==> config.mk <==
export PLATFORM = sky130hd
export DESIGN_NAME = decode_pipe
export DESIGN_NICKNAME = d
export VERILOG_FILES = /design/src/rtl/decode_pipe.sv
export SDC_FILE = /design/constraint.sdc
export NUM_CORES = 1
export LEC_CHECK = 0
export CORE_ASPECT_RATIO = 0.75
export CORE_MARGIN = 2
export CORE_UTILIZATION = 45
export CTS_CLUSTER_SIZE = 40
export DETAILED_ROUTE_END_ITERATION = 6
export PLACE_DENSITY = 0.67
export SLEW_MARGIN = 20
export SYNTH_ARGS = -nofsm -noshare
export SYNTH_HDL_FRONTEND = slang
export SYNTH_SLANG_ARGS = --single-unit
==> constraint.sdc <==
create_clock -name clk -period 3.7 [get_ports clk]
set_input_delay 0.37 -clock clk [delete_from_list [all_inputs] [get_ports clk]]
set_output_delay 0.37 -clock clk [all_outputs]
set_load 0.005 [all_outputs]
==> src/rtl/decode_pipe.sv <==
// Pipelined decode stage: register file with writeback bypass, busy
// scoreboard for RAW/WAW stalls, and a 1-deep ID/EX output register.
module decode_pipe #(
    parameter int DATA_W   = 16,
    parameter int REG_AW   = 3,
    parameter int INSTR_W  = 16,
    parameter int ZERO_REG = 0
) (
    input  logic              clk,
    input  logic              rst,
    input  logic              in_valid,
    output logic              in_ready,
    input  logic [DATA_W-1:0] in_pc,
    input  logic [INSTR_W-1:0] in_instr,
    input  logic [REG_AW-1:0] in_src1,
    input  logic              in_src1_use,
    input  logic [REG_AW-1:0] in_src2,
    input  logic              in_src2_use,
    input  logic [REG_AW-1:0] in_dst,
    input  logic              in_dst_en,
    input  logic [1:0]        in_imm_sel,
    input  logic              in_bsel,
    input  logic              wb_en,
    input  logic [REG_AW-1:0] wb_reg,
    input  logic [DATA_W-1:0] wb_data,
    input  logic              flush,
    output logic              out_valid,
    input  logic              out_ready,
    output logic [DATA_W-1:0] out_pc,
    output logic [DATA_W-1:0] out_srca,
    output logic [DATA_W-1:0] out_srcb,
    output logic [DATA_W-1:0] out_imm,
    output logic [REG_AW-1:0] out_dst,
    output logic              out_dst_en,
    output logic              err
);

    localparam int NUM_REGS = 2 ** REG_AW;

    logic [DATA_W-1:0]   regs_q [NUM_REGS];
    logic [DATA_W-1:0]   regs_d [NUM_REGS];
    logic [NUM_REGS-1:0] busy_q, busy_d, busy_eff;
    logic [NUM_REGS-1:0] wb_mask, set_mask;

    logic              out_valid_q, out_valid_d;
    logic [DATA_W-1:0] out_pc_q, out_pc_d;
    logic [DATA_W-1:0] out_srca_q, out_srca_d;
    logic [DATA_W-1:0] out_srcb_q, out_srcb_d;
    logic [DATA_W-1:0] out_imm_q, out_imm_d;
    logic [REG_AW-1:0] out_dst_q, out_dst_d;
    logic              out_dst_en_q, out_dst_en_d;
    logic              err_q, err_d;
    logic              flush_q, flush_d;

    logic              wb_ok, hazard, fire;
    logic [DATA_W-1:0] src1_val, src2_val, imm;
    logic              unused_instr;

    function automatic logic is_zero(input logic [REG_AW-1:0] r);
        return (ZERO_REG != 0) && (r == '0);
    endfunction

    assign unused_instr = ^in_instr;

    always_comb begin
        wb_ok   = wb_en && !is_zero(wb_reg);
        wb_mask = '0;
        if (wb_ok) wb_mask[wb_reg] = 1'b1;
        busy_eff = busy_q & ~wb_mask;
    end

    // Writeback data is forwarded to readers in the same cycle
    always_comb begin
        if (is_zero(in_src1))
            src1_val = '0;
        else if (wb_ok && wb_reg == in_src1)
            src1_val = wb_data;
        else
            src1_val = regs_q[in_src1];
        if (is_zero(in_src2))
            src2_val = '0;
        else if (wb_ok && wb_reg == in_src2)
            src2_val = wb_data;
        else
            src2_val = regs_q[in_src2];
    end

    always_comb begin
        imm = '0;
        unique case (in_imm_sel)
            2'd0: imm = {{(DATA_W-5){in_instr[4]}}, in_instr[4:0]};
            2'd1: imm = {{(DATA_W-5){1'b0}}, in_instr[4:0]};
            2'd2: imm = {{(DATA_W-8){in_instr[7]}}, in_instr[7:0]};
            2'd3: imm = {{(DATA_W-11){in_instr[10]}}, in_instr[10:0]};
            default: imm = '0;
        endcase
    end

    always_comb begin
        hazard = (in_src1_use && busy_eff[in_src1])
              || (in_src2_use && busy_eff[in_src2])
              || (in_dst_en && busy_eff[in_dst]);
        in_ready = !hazard && (!out_valid_q || out_ready) && !flush;
        fire = in_valid && in_ready;
    end

    always_comb begin
        set_mask = '0;
        if (fire && in_dst_en && !is_zero(in_dst))
            set_mask[in_dst] = 1'b1;
        busy_d = flush ? '0 : (busy_eff | set_mask);
        for (int i = 0; i < NUM_REGS; i++) regs_d[i] = regs_q[i];
        if (wb_ok) regs_d[wb_reg] = wb_data;
    end

    always_comb begin
        out_valid_d  = out_valid_q;
        out_pc_d     = out_pc_q;
        out_srca_d   = out_srca_q;
        out_srcb_d   = out_srcb_q;
        out_imm_d    = out_imm_q;
        out_dst_d    = out_dst_q;
        out_dst_en_d = out_dst_en_q;
        if (flush) begin
            out_valid_d = 1'b0;
        end else if (fire) begin
            out_valid_d  = 1'b1;
            out_pc_d     = in_pc;
            out_srca_d   = src1_val;
            out_srcb_d   = in_bsel ? imm : src2_val;
            out_imm_d    = imm;
            out_dst_d    = in_dst;
            out_dst_en_d = in_dst_en;
        end else if (out_ready) begin
            out_valid_d = 1'b0;
        end
    end

    // Writes to idle registers are tolerated around a flush
    always_comb begin
        flush_d = flush;
        err_d = err_q
             || (wb_ok && !busy_q[wb_reg] && !flush && !flush_q);
    end

    always_ff @(posedge clk or negedge rst) begin
        if (!rst) begin
            for (int i = 0; i < NUM_REGS; i++) regs_q[i] <= '0;
            busy_q       <= '0;
            out_valid_q  <= 1'b0;
            out_pc_q     <= '0;
            out_srca_q   <= '0;
            out_srcb_q   <= '0;
            out_imm_q    <= '0;
            out_dst_q    <= '0;
            out_dst_en_q <= 1'b0;
            err_q        <= 1'b0;
            flush_q      <= 1'b0;
        end else begin
            for (int i = 0; i < NUM_REGS; i++) regs_q[i] <= regs_d[i];
            busy_q       <= busy_d;
            out_valid_q  <= out_valid_d;
            out_pc_q     <= out_pc_d;
            out_srca_q   <= out_srca_d;
            out_srcb_q   <= out_srcb_d;
            out_imm_q    <= out_imm_d;
            out_dst_q    <= out_dst_d;
            out_dst_en_q <= out_dst_en_d;
            err_q        <= err_d;
            flush_q      <= flush_d;
        end
    end

    assign out_valid  = out_valid_q;
    assign out_pc     = out_pc_q;
    assign out_srca   = out_srca_q;
    assign out_srcb   = out_srcb_q;
    assign out_imm    = out_imm_q;
    assign out_dst    = out_dst_q;
    assign out_dst_en = out_dst_en_q;
    assign err        = err_q;

endmodule
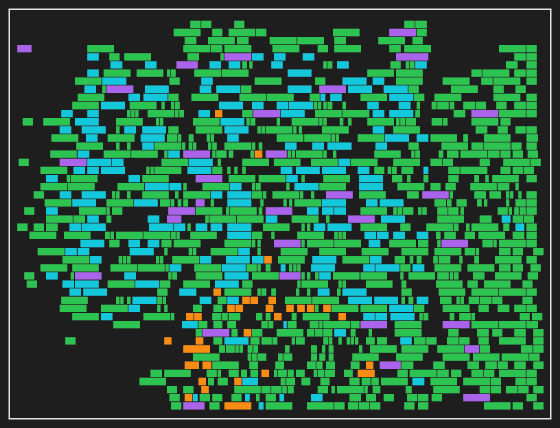
(run_1/sizing.png)
legend:
  cyan:
    size: x2
    cells: 176
  purple:
    size: x6 and larger
    cells: 31
  orange:
    size: x3 and x4
    cells: 32
  green:
    size: x1 and smaller
    cells: 725
post-route design area: 12900 sq um
Layout area overhead: 22.0%

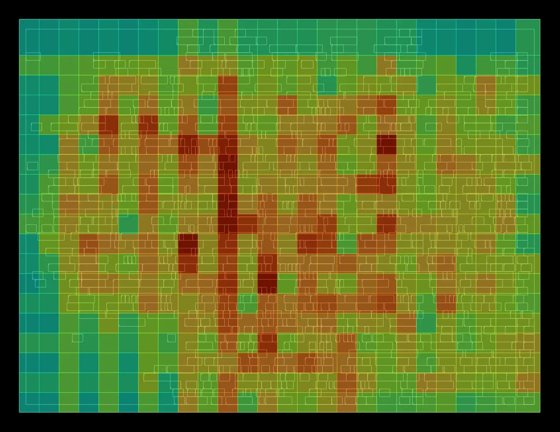
(run_1/congestion_map.png)
busiest grt layer: met2
Final Util: 55.9%

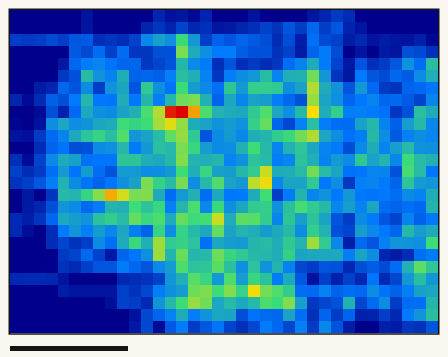
(run_1/route_heat.png)
Bar = 50 microns. 36 x 27 tiles, from dark blue (low) to red (high), scaled to the fullest tile. Values are wire area over tile area, all layers added.
mean over tiles: 0.17
fullest tile: 0.67
emptiest ninth of the die: lower left
nearly empty tiles: 12%
tiles over half the peak: 7.7%

==> flow_summary.yaml, run 1 <==
# flow metrics
outcome:
  outcome: "finished, violations left"
  violations: "negative hold slack"
sta:
  holdWs_ns: -0.0447
  fmax_ghz: 0.296
  rsz0062_at_grt: "no"
  setup_slack_ns: 0.318
  max_slew_margin_pct: 40.7
  hold_viol: 24
  drv_slew: 0
  fin_crit_sh_pct: 91.4
  tightest_slew_ns: 0.890
  clock_skew_ns: 0.0176
  finalSetupTns_ns: 0
  setup_viol_count_final: 0
placement:
  pre_cts_ws_ns: 0.301
  portBuffers: 137
  dpl.hpwl_microns: 17300
  place.detailed.instances: 1226
  dpl_cell_area_sq_um: 12200
route:
  drt_iter0_drc: 538
  dr.pass1.iters: 5
  wl_per_cell_microns: 21.2
  drc: 0
  via_count: 7249
  routed_wirelength_microns: 26800
  via_per_inst: 5.73
yosys:
  yosysUniqueCellTypes: 47
  ys_seq_share_pct: 47.8
  yosys_register_bits: 202
  yosys_area_sq_um: 10600
  async_flop_share_pct: 100
  ys_cells: 841
  edf_count: 0
  synth_nets: 913
  syn_avg_cell_area_sq_um: 12.6
  yosys-top-cells-area: "dfrtp_1 48%, mux4_2 14%, mux2_2 10%, mux2_1 6.3%, nand2_1 4.9%"
  yosysTopAreaCell: "dfrtp_1"
  synth_warnings: 0
  syn_area_sq_um: 10600
  syn_inst: 841
  top_cell_area_share_pct: 47.8
  ff_type: "dfrtp_1"
critical_path:
  critPathCaptureType: "primary output"
  required_ns: 3.33
  crit_type: "in -> out"
  startpoint_type: "input port"
  worstPathArrival_ns: 3.01
clocking:
  post_cts_buffers: 0
  cts_buffer_depth: 3
  clock_latency_ns: 0.51
  cts-root-buf: "clkbuf_16"
  cts_made_buffers: 21
  cts_max_level: 1
  cts_resized: 0
  cts_tree: "yes"
  clkSinkCount: 202
  cts.clk_slew.worst_paths_ns: 0.06
power:
  peakVddDrop_mv: 0.275
  total_power_mw: 7.08
  power_density_nw_per_um2: 549
  leakage_nw: 5.51
global_route:
  grt_pass1_vias: 7599
  antenna_found_initial: 0
  grt_overflow_total: 0
  grt_max_degree: 102
  track_usage_pct: 22.3
  grt_pass1_wl_microns: 42800
finish:
  finalNonFillerCells: 1264
  most-common-layout-cells: "202 x dfrtp_1, 138 x nand2_1, 132 x clkdlybuf4s50_1"
  num-fill-cells: 1967
  final_common_cell: "dfrtp_1"
  nets: 1021
min_path:
  hp-class: "in -> async"
floorplanning:
  rows: 48
  core_sq_um: 23100
  die_area_sq_um: 24700
  die_x_microns: 181
  die_h_microns: 137
  io_pins: 143
  fp_util_pct: 45.8
job:
  maxCapViolations: 0
  tool_warnings: 33
run 1: cells by family (layout without fill, tap and decap cells):
kind of cell | after synthesis | count (layout) | synth area share [%]
and+or+nand+nor | 201 | 201 | 8.66
AOI/OAI and AO/OA | 80 | 80 | 4.69
buffers and inverters | 91 | 214 | 4.06
muxes | 261 | 261 | 34.3
DFF | 202 | 202 | 47.8
xor gates and xnor gates | 6 | 6 | 0.497
run 1: cell type report:
class	instances	area [sq um]	share of cell area (%)
multi-input cells	548	5130	39.8
flip-flops and latches	202	5050	39.2
repair buffers	169	1660	12.9
clock buffers	32	587	4.55
well taps	300	375	2.91
clock inverters	6	62.6	0.485
inverters	7	26.3	0.204
run 1: where the power goes:
part | internal, mW | switching, mW
combinational | 1.22 | 0.722
clock | 1.17 | 0.877
sequential | 2.76 | 0.334
run 1: flip-flops by register name, indices dropped and copies added (netlist names), 3 cells and up:
register / flops
out_srcb: 16
out_pc: 16
out_dst: 3
regs_q: 128
out_imm: 11
out_srca: 16
busy_q: 8
run 1: Yosys cell counts, types with 7 or more instances:
cell	instances
mux2i_1	39
mux2_2	98
buf_4	7
mux4_2	65
dfrtp_1	202
o2bb2ai_1	8
a21oi_1	22
buf_2	7
buf_6	7
nand3_1	7
mux2_1	59
nand2_1	138
nor2_1	20
clkbuf_1	49
o21ai_0	32
buf_1	14
run 1: worst paths after layout:
path,start,end,slack (ns),depth (start not counted)
worst max-delay path,wb_reg[0],in_ready,0.32,7
worst min-delay path,rst,regs_q[44]$_DFFE_PN0P_,-0.04,1
worst max register to register,busy_q[2]$_DFF_PN0_,out_srca[13]$_DFFE_PN0P_,1.27,6
worst min register to register,out_imm[4]$_DFFE_PN0P_,out_imm[4]$_DFFE_PN0P_,0.48,1
max in group asynchronous,rst,out_pc[15]$_DFFE_PN0P_,2.89,2
min in group clk,in_pc[15],out_pc[15]$_DFFE_PN0P_,0.46,2
run 1: worst max-delay path: stages:
cell and delay (ns):
clkdlybuf4s50_1 0.47, or4b_4 0.61, a2111oi_2 0.38, a2111oi_0 0.11, and4_1 0.26, nor4b_1 0.25, clkdlybuf4s50_1 0.55
run 1: layer usage:
layer | share of wire (%) | vias up | track usage, %
li1 | - | 3266 | -
met1 | 47 | 3702 | 32.0
met2 | 45 | 241 | 35.2
met3 | 6.5 | 40 | 4.42
met4 | 1.8 | 0 | 5.37
met5 | 0 | - | 0
==> run_1/class_map.png <==
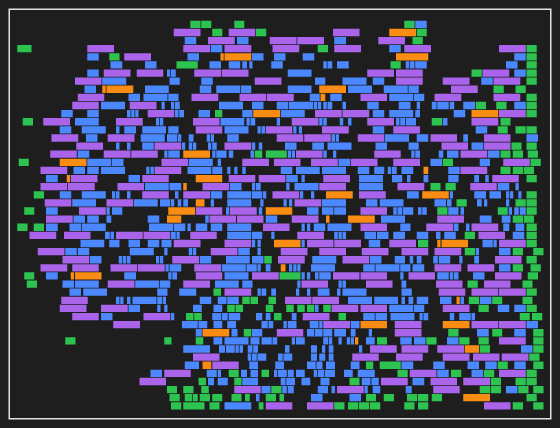

==> run 1 -> run 2 <==
--- a/config.mk
+++ b/config.mk
@@ -7,10 +7,10 @@
 export LEC_CHECK = 0
 export CORE_ASPECT_RATIO = 0.75
 export CORE_MARGIN = 2
-export CORE_UTILIZATION = 45
+export CORE_UTILIZATION = 60
 export CTS_CLUSTER_SIZE = 40
 export DETAILED_ROUTE_END_ITERATION = 6
-export PLACE_DENSITY = 0.67
+export PLACE_DENSITY = 0.86
 export SLEW_MARGIN = 20
 export SYNTH_ARGS = -nofsm -noshare
 export SYNTH_HDL_FRONTEND = slang
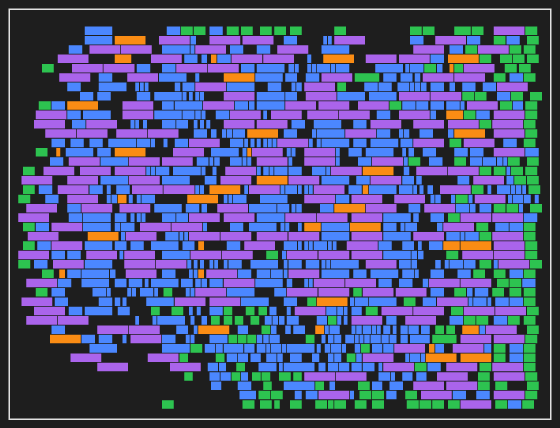
(run_2/class_map.png)
legend:
  blue:
    class: remaining logic cells
    cells: 555
    share_of_their_area: 41%
  purple:
    class: registers
    cells: 202
    share_of_their_area: 40%
  orange:
    class: clock drivers and dummy loads
    cells: 37
    share_of_their_area: 5.2%
  green:
    class: remaining buffers and delay cells
    cells: 172
    share_of_their_area: 13%
core area: 17000 sq um
Seq/total area: 39.5%
Cell Rows: 41
Final Util: 75.2%

==> run 2 against run 1 <==
Compared with the run above:
- the run still ends with negative hold slack left
- combinational power about the same
- non-clock buffer count up 3
- sequential power about the same
- first-iteration DRC count up 15%
- hold slack better by 0.028 ns
- final area down 0.65%
- global-route usage up 6.5 points
- clock-buffer cell count down 3
- critical path type unchanged
- critical endpoint unchanged
==> flow_summary.yaml, run 2 <==
# flow metrics
yosys:
  top_cell: "dfrtp_1"
  yosysUniqueCellTypes: 47
  ys_cells: 841
  yosys_register_bits: 202
  synth_nets: 913
  yosys_area_sq_um: 10600
  yosysTopAreaCell: "dfrtp_1"
  syn_avg_cell_area_sq_um: 12.6
  yosys-top-cells-area: "dfrtp_1 48%, mux4_2 14%, mux2_2 10%, mux2_1 6.3%, nand2_1 4.9%"
  ys_seq_share_pct: 47.8
  async_flop_share_pct: 100
  edf_count: 0
  ff_type: "dfrtp_1"
  common_cells: "202 x dfrtp_1, 138 x nand2_1, 98 x mux2_2, 65 x mux4_2, 59 x mux2_1"
  syn_area_sq_um: 10600
  synth_warnings: 0
  top_cell_area_share_pct: 47.8
  syn_inst: 841
critical_path:
  required_ns: 3.33
  reg2regPathDepth: 6
  reg2reg_slack_ns: 1.34
  path_cells: "clkdlybuf4s50_1, buf_4, nand4bb_1, a2111oi_0, a2111oi_0, and4_1, nor4b_1, clkdlybuf4s50_1"
  startpoint_type: "input port"
  critPathSlowestCell: "clkdlybuf4s50_1"
  cpPeakStageDelay_ns: 0.60
  crit_type: "in -> out"
  reg2reg_from: "busy_q[2]$_DFF_PN0_"
  r2r_end: "out_pc[0]$_DFFE_PN0P_"
  critPathCaptureType: "primary output"
  worstPathArrival_ns: 3.13
power:
  intPower_mw: 5.12
  power_density_nw_per_um2: 551
  seq_power_share_pct: 44.0
  switchingPower_mw: 1.94
  leakage_nw: 5.52
  clkPwrFrac_pct: 28.3
  switching_share_pct: 27.4
  peakVddDrop_mv: 0.309
  p_comb_share_pct: 27.7
  total_power_mw: 7.06
sta:
  fmax_ghz: 0.286
  setup_viol_count_final: 0
  hold_viol: 1
  holdWs_ns: -0.0167
  drv_slew: 0
  setup_slack_ns: 0.205
  tightest_slew_ns: 0.929
  finalSetupTns_ns: 0
  max_slew_margin_pct: 38.1
  clock_skew_ns: 0.0109
  fin_crit_sh_pct: 94.5
clocking:
  cts_buffer_depth: 3
  cts_tree: "yes"
  cts-root-buf: "clkbuf_16"
  post_cts_buffers: 0
  clock_latency_ns: 0.50
  cts_made_buffers: 21
  clkSinkCount: 202
  cts_max_level: 1
  cts_resized: 0
route:
  drt_iter0_drc: 617
  drc: 0
  dr.pass1.iters: 5
  wl_per_cell_microns: 21.8
  via_per_inst: 6.26
  via_count: 7524
floorplanning:
  fp_util_pct: 62.1
  die_h_microns: 119
  die_x_microns: 157
  io_pins: 143
  die_area_sq_um: 18700
global_route:
  grt_pass1_vias: 7650
  grt_max_degree: 117
  antenna_found_initial: 0
  grt_pass1_wl_microns: 41600
  grt_overflow_total: 0
finish:
  areaGrowthSynthToFinish_pct: 21.2
  most-common-layout-cells: "202 x dfrtp_1, 138 x nand2_1, 134 x clkdlybuf4s50_1"
  largest_reg_flops: 128
  largest-register: "regs_q"
  final_common_cell: "dfrtp_1"
  nets: 1024
placement:
  portBuffers: 137
  dpl.hpwl_microns: 17200
  pre_cts_ws_ns: 0.243
min_path:
  hp-class: "in -> async"
outcome:
  violations: "negative hold slack"
  outcome: "finished, violations left"
job:
  tool_warnings: 33
  maxCapViolations: 0
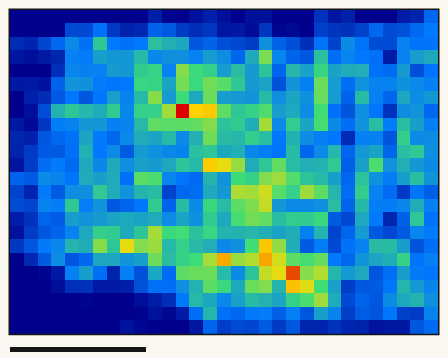
(run_2/route_heat.png)
Bar = 50 microns. 31 x 24 tiles, from dark blue (low) to red (high), scaled to the fullest tile. Values are wire area over tile area, all layers added.
Post-Route WL: 26200 microns
Tot GR Track Use: 28.8%

[run 2: cell counts after synthesis]
Identical to the previous run, type by type.
[run 2: power groups by stage]
stage | registers (mW) | logic, mW | clock network (mW)
2_1_floorplan | 3.06 | 1.04 | 0
5_1_grt | 3.17 | 2.12 | 2.11
3_5_place_dp | 3.13 | 1.95 | 0
4_1_cts | 3.10 | 1.97 | 2.01
3_3_place_gp | 3.08 | 1.89 | 0
6_report | 3.11 | 1.96 | 2.00
[run 2: logic make-up (layout without fill, tap and decap cells)]
kind of cell	after synthesis	count (layout)	share of synthesized area, %
mux	261	261	34.3
flops	202	202	47.8
simple gates	201	201	8.66
buf+inv	91	216	4.06
compound gates	80	80	4.69
xor+xnor	6	6	0.497
[run 2: worst max-delay path: cells and delay by family]
family | cells | cell delay, ns
compound gates | 2 | 0.58
buf+inv | 3 | 1.37
simple gates | 3 | 0.81
[run 2: metrics by stage]
stage	instances	cell area, sq um	hold WS (ns)	util, %
finish	1202	12800	-0.0167	75.2
floorplan	841	10600	0.0744	-
CTS	1202	12800	0.0510	75.2
detailed placement	1165	12200	0.474	71.4
global route	1202	12800	0.0766	75.2
global placement	1165	12200	0.466	71.4
[run 2: metal layers]
metal  track usage (%)  vias up  wire length (microns)
met4              7.56        0                    729
li1                  -     3281                      -
met5                 0        -                      0
met2              47.5      347                  12600
met1              39.6     3825                  10700
met3              5.53       71                   2190
[run 2: worst max path at each step]
stage | from | end | slack, ns | depth (start not counted)
detailed placement | wb_en | in_ready | 0.24 | 8
floorplan | wb_reg[2] | out_pc[10]$_DFFE_PN0P_ | 0.93 | 10
CTS | wb_en | in_ready | 0.23 | 8
global route | wb_en | in_ready | 0.07 | 8
global placement | wb_en | in_ready | 0.27 | 7
finish | wb_en | in_ready | 0.20 | 8
[run 2: area by class of cell]
class / count / area (sq um)
timing repair buffer: 172 / 1650
tap: 236 / 295
sequential: 202 / 5050
inverter: 7 / 26.3
clock buffer: 29 / 606
multi-input combinational: 548 / 5130
clock inverter: 8 / 45.0
fill: 1085 / 4220
==> run_2/util_map.png <==
Bar = 50 microns. 16 x 12 tiles, from dark blue (low) to red (high), 0 to 100% covered.
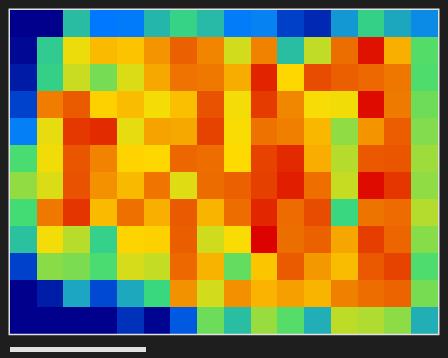

==> run 2 -> run 3 <==
--- a/config.mk
+++ b/config.mk
@@ -8,7 +8,7 @@
 export CORE_ASPECT_RATIO = 0.75
 export CORE_MARGIN = 2
 export CORE_UTILIZATION = 60
-export CTS_CLUSTER_SIZE = 40
+export CTS_CLUSTER_SIZE = 24
 export DETAILED_ROUTE_END_ITERATION = 6
 export PLACE_DENSITY = 0.86
 export SLEW_MARGIN = 20
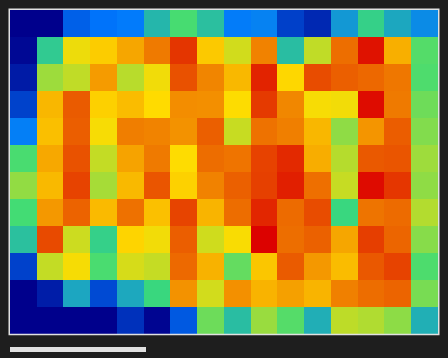
(run_3/util_map.png)
Bar = 50 microns. 16 x 12 tiles, from dark blue (low) to red (high), 0 to 100% covered.
emptiest ninth of the die: lower left
tiles over 75% full: 53%
densest ninth of the die: center
fullest tile: 100%
mean over tiles: 67%
nearly empty tiles: 4.7%
Final Util: 75.4%
fp util: 62.1%

==> run 3 against run 2 <==
Compared with the run above:
- the flow still finishes with violations (negative hold slack)
- sequential cell count unchanged
- clock skew is 0.0013 ns lower
- clock power increased by 4%
- utilization increased by 0.18 points
- area after synthesis unchanged
- wire length increased by 0.35%
- sequential power is essentially flat
- hold slack worse by 0.025 ns
- register-to-register slack hardly changed
==> flow_summary.yaml, run 3 <==
# flow metrics
outcome:
  outcome: "finished, violations left"
  violations: "negative hold slack"
placement:
  pre_cts_ws_ns: 0.243
  portBuffers: 137
  place.detailed.instances: 1165
  dpl.hpwl_microns: 17200
  dpl_cell_area_sq_um: 12200
yosys:
  ff_type: "dfrtp_1"
  syn_area_sq_um: 10600
  edf_count: 0
  common_cells: "202 x dfrtp_1, 138 x nand2_1, 98 x mux2_2, 65 x mux4_2, 59 x mux2_1"
  yosysTopAreaCell: "dfrtp_1"
  async_flop_share_pct: 100
  ys_cells: 841
  syn_avg_cell_area_sq_um: 12.6
  top_cell: "dfrtp_1"
  yosysUniqueCellTypes: 47
  top_cell_area_share_pct: 47.8
  ys_seq_share_pct: 47.8
  yosys_register_bits: 202
  syn_inst: 841
  synth_nets: 913
floorplanning:
  core_sq_um: 17000
  die_area_sq_um: 18700
  die_h_microns: 119
  rows: 41
finish:
  largest-register: "regs_q"
  most-common-layout-cells: "202 x dfrtp_1, 138 x nand2_1, 134 x clkdlybuf4s50_1"
  final_common_cell: "dfrtp_1"
  largest_reg_flops: 128
  areaGrowthSynthToFinish_pct: 21.5
  num-fill-cells: 1082
  nets: 1024
  fin_area_sq_um: 12800
  regArea_sq_um: 5050
  finalNonFillerCells: 1200
critical_path:
  critPathCaptureType: "primary output"
  crit_type: "in -> out"
  worstPathArrival_ns: 3.10
  startpoint_type: "input port"
  required_ns: 3.33
sta:
  tightest_slew_ns: 0.978
  hold_viol: 11
  holdWs_ns: -0.0412
  finalSetupTns_ns: 0
  fmax_ghz: 0.288
  setup_slack_ns: 0.232
  setup_viol_count_final: 0
global_route:
  grt_max_degree: 117
  antenna_found_initial: 0
  grt_pass1_wl_microns: 41800
  grt_overflow_total: 0
  grt_pass1_vias: 7652
  busiest_layer: "met2"
route:
  via_per_inst: 6.22
  drt_iter0_drc: 601
  via_count: 7460
  routed_wirelength_microns: 26300
clocking:
  cts-root-buf: "clkbuf_16"
  cts_resized: 0
  cts_buffer_depth: 3
  cts_max_level: 1
  clock_latency_ns: 0.49
  post_cts_buffers: 0
  cts_made_buffers: 21
  clkSinkCount: 202
power:
  seq_power_share_pct: 43.5
  switchingPower_mw: 1.92
  switching_share_pct: 26.9
  clkPwrFrac_pct: 29.1
  power_density_nw_per_um2: 557
  intPower_mw: 5.23
  total_power_mw: 7.15
min_path:
  hp-class: "in -> async"
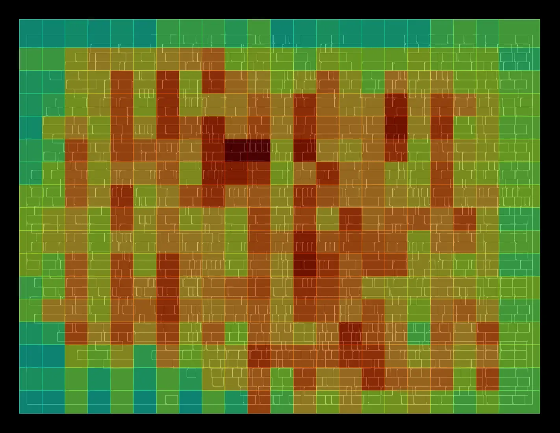
(run_3/congestion_map.png)
GR Layer Usage met2: 47.4%
met1 Track Usage GR: 40.0%
Tot GR Track Use: 28.9%
DR WL/cell: 21.9 microns
M3 GR Usage: 5.82%

[run 3: worst paths after layout]
kind | to | slack, ns | start | depth (start not counted)
worst max-delay path | in_ready | 0.23 | wb_en | 8
worst min-delay path | out_srcb[10]$_DFFE_PN0P_ | -0.04 | rst | 1
worst max register to register | out_pc[0]$_DFFE_PN0P_ | 1.33 | busy_q[2]$_DFF_PN0_ | 6
worst min register to register | out_srca[13]$_DFFE_PN0P_ | 0.48 | out_srca[13]$_DFFE_PN0P_ | 1
max in group asynchronous | out_srcb[8]$_DFFE_PN0P_ | 2.85 | rst | 2
min in group clk | out_pc[5]$_DFFE_PN0P_ | 0.48 | in_pc[5] | 2
[run 3: metal layers]
layer	part of all wire [%]	vias to the layer above
met4	2.3	0
met1	41	3808
met5	0	-
met3	8.5	50
met2	48	330
li1	-	3272
[run 3: cell families (layout without fill, tap and decap cells)]
| group | count (synthesis) | after routing | share of synthesized area (%) |
|---|---|---|---|
| buffers and inverters | 91 | 214 | 4.06 |
| flip-flops | 202 | 202 | 47.8 |
| AND-OR/OR-AND | 80 | 80 | 4.69 |
| AND/OR/NAND/NOR | 201 | 201 | 8.66 |
| XOR/XNOR | 6 | 6 | 0.497 |
| multiplexers | 261 | 261 | 34.3 |
[run 3: power groups by stage]
stage	sequential (mW)	combinational (mW)	clock [mW]
floorplan	3.06	1.04	0
global placement	3.08	1.89	0
detailed placement	3.13	1.95	0
CTS	3.10	1.97	2.10
global route	3.17	2.12	2.20
finish	3.11	1.96	2.08
[run 3: cell type report]
| cell class | instances | area share (%) |
|---|---|---|
| Multi-Input combinational cell | 548 | 40.0 |
| Sequential cell | 202 | 39.4 |
| Timing Repair Buffer | 172 | 12.9 |
| Clock buffer | 31 | 4.93 |
| Tap cell | 236 | 2.30 |
| Clock inverter | 4 | 0.370 |
| Inverter | 7 | 0.205 |
[run 3: critical path: stages]
cell and delay (ns):
clkdlybuf4s50_1 0.60, buf_4 0.20, nand4bb_1 0.23, a2111oi_0 0.44
a2111oi_0 0.14, and4_1 0.26, nor4b_1 0.29, clkdlybuf4s50_1 0.56
Power figures rest on the tool's default switching activity, not on a simulated workload.
